==> config.mk <==
export PLATFORM = sky130hd
export DESIGN_NAME = uart_rx_ovs
export DESIGN_NICKNAME = d
export VERILOG_FILES = /design/src/rtl/uart_rx_ovs.sv
export SDC_FILE = /design/constraint.sdc
export NUM_CORES = 1
export LEC_CHECK = 0
export ABC_AREA = 1
export CAP_MARGIN = 25
export CELL_PAD_IN_SITES_DETAIL_PLACEMENT = 0
export CELL_PAD_IN_SITES_GLOBAL_PLACEMENT = 1
export CORE_MARGIN = 2
export CORE_UTILIZATION = 38
export DETAILED_ROUTE_END_ITERATION = 7
export PLACE_DENSITY = 0.73
export SLEW_MARGIN = 30
export SYNTH_ARGS = -nofsm -noshare
export SYNTH_HDL_FRONTEND = slang
export SYNTH_SLANG_ARGS = --single-unit
==> constraint.sdc <==
create_clock -name clk -period 2.1 [get_ports clk]
set_clock_uncertainty 0.15 [all_clocks]
set_input_delay 0.63 -clock clk [delete_from_list [all_inputs] [get_ports clk]]
set_output_delay 0.63 -clock clk [all_outputs]
set_load 0.05 [all_outputs]
### Power grid

Scale bar: 20 um. Pins as bars on the die edge.
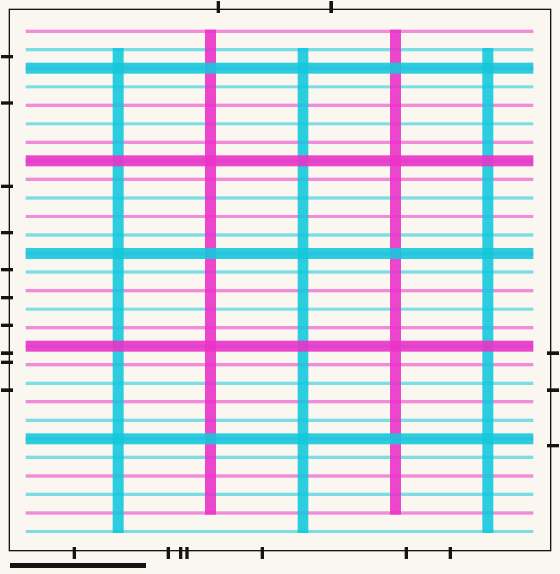
VSS -> cyan
VDD -> magenta
signal pins = 22
rows = 27
met5 straps = 5
met4 straps = 5
met1 rails = 28
Horiz. Die Dim: 79.3 um
die height: 79.3 um
CORE AREA: 5470 um2
Peak VDD IR: 600 uV

### Signal wires by layer

Scale bar: 20 um. Two of the layers only.
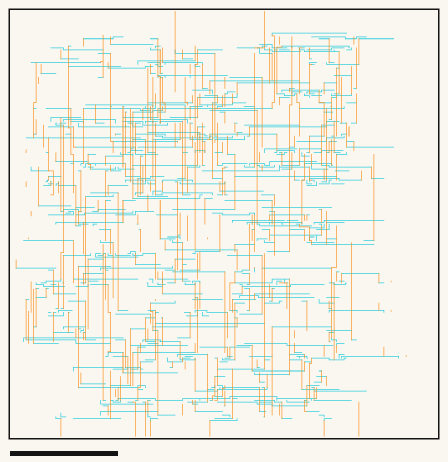
met2 -> orange  # wire length 1,830 um
met1 -> cyan  # wire length 2,160 um
gr usage total: 15.1%
Post-Route WL: 4180 um

### Clock wiring as the flow saved it

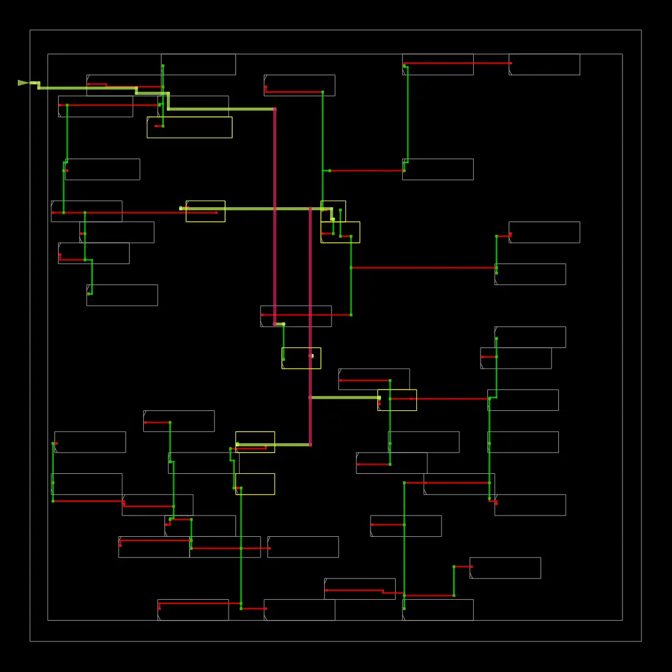
Sink Count: 40
clock buffers: 6
registers: 40
clock buffer count from CTS: 5
clk_lat worst skew: 0.29 ns

==> impl_metrics.env <==
# physical design summary
export IMPL_netlist_top_cell_by_area="dfrtp_1"
export IMPL_antenna_cells=0
export IMPL_warnings=28
export IMPL_path_class="flop to output port"
export IMPL_placed_cells=360
export IMPL_edf_count=0
export IMPL_cts_tree="built"
export IMPL_drt_wirelength_per_cell_um=11.3
export IMPL_firstDrtPassIters=4
export IMPL_hp_class="flop to flop"
export IMPL_cts_root_buffer="clkbuf_8"
export IMPL_syn_area_um2=2150
export IMPL_top_cells_by_count="nand2_1, dfrtp_1, inv_1, o21ai_0, nor2_1"
export IMPL_syn_num_nets=283
export IMPL_drive_above_1_share_pct=21.9
export IMPL_setup_viol=0
export IMPL_drtIter0Drc=101
export IMPL_fillCellCount=572
export IMPL_syn_inst=264
export IMPL_dpl_worst_slack_ns=-0.121
export IMPL_worst_slew_pin_slew_ns=0.528
export IMPL_ioPinCount=22
export IMPL_end_kind="output port"
export IMPL_p_per_area_nw_per_um2=940
export IMPL_ys_seq_share_pct=46.7
export IMPL_grt_max_degree=41
export IMPL_ys_warn_count=0
export IMPL_critPathTopFamily="flip-flops"
export IMPL_status="finished clean"
-- report_power, final --
group	total [mW]	internal, mW	switching [mW]
clock	0.671	0.389	0.282
combinational	0.849	0.294	0.555
sequential	0.925	0.844	0.0815
-- cell usage in the layout (no fill, tap or decap), types with 5 or more instances in the layout --
master,netlist,layout
o21ai_0,19,19
buf_4,1,19
ha_1,11,10
dfrtp_1,36,35
nand3_1,13,13
nand4_1,5,5
inv_1,36,35
a21oi_1,5,5
clkbuf_8,0,6
nand2_1,86,86
nor2_1,14,13
clkdlybuf4s50_1,0,6
o21ai_2,10,10
-- through the flow --
stage	area (um2)	total power [mW]
after floorplan	2150	1.54
after global placement	2460	1.79
after detailed placement	2460	1.79
after CTS	2580	2.47
after global routing	2600	2.64
final	2600	2.45
-- cells by family (layout without fill, tap and decap cells) --
kind of cell | after synthesis | in the layout | share of synthesized area (%)
AND/OR/NAND/NOR | 132 | 132 | 27.5
XOR/XNOR | 1 | 1 | 0.407
buffers and inverters | 43 | 76 | 8.19
adder cells (fa/ha/maj) | 11 | 11 | 6.39
flip-flops | 40 | 40 | 46.7
AND-OR/OR-AND | 36 | 36 | 10.2
multiplexers | 1 | 1 | 0.523
-- per-layer routing --
metal / GRT usage (%) / vias up / part of all wire, %
met5: 0 / - / 0
met4: 5.17 / 0 / 1.4
met3: 3.41 / 6 / 3.2
met2: 22.3 / 23 / 44
met1: 21.8 / 757 / 52
li1: - / 898 / -
-- layout make-up --
cell class | count | area (um2) | area share [%]
flip-flops and latches | 40 | 1010 | 38.7
multi-input cells | 181 | 981 | 37.7
repair buffers | 28 | 248 | 9.52
inverters | 40 | 155 | 5.96
well taps | 72 | 90.1 | 3.46
clock buffers | 6 | 82.6 | 3.17
clock inverters | 2 | 38.8 | 1.49
Power is estimated from default activity; no workload was simulated.
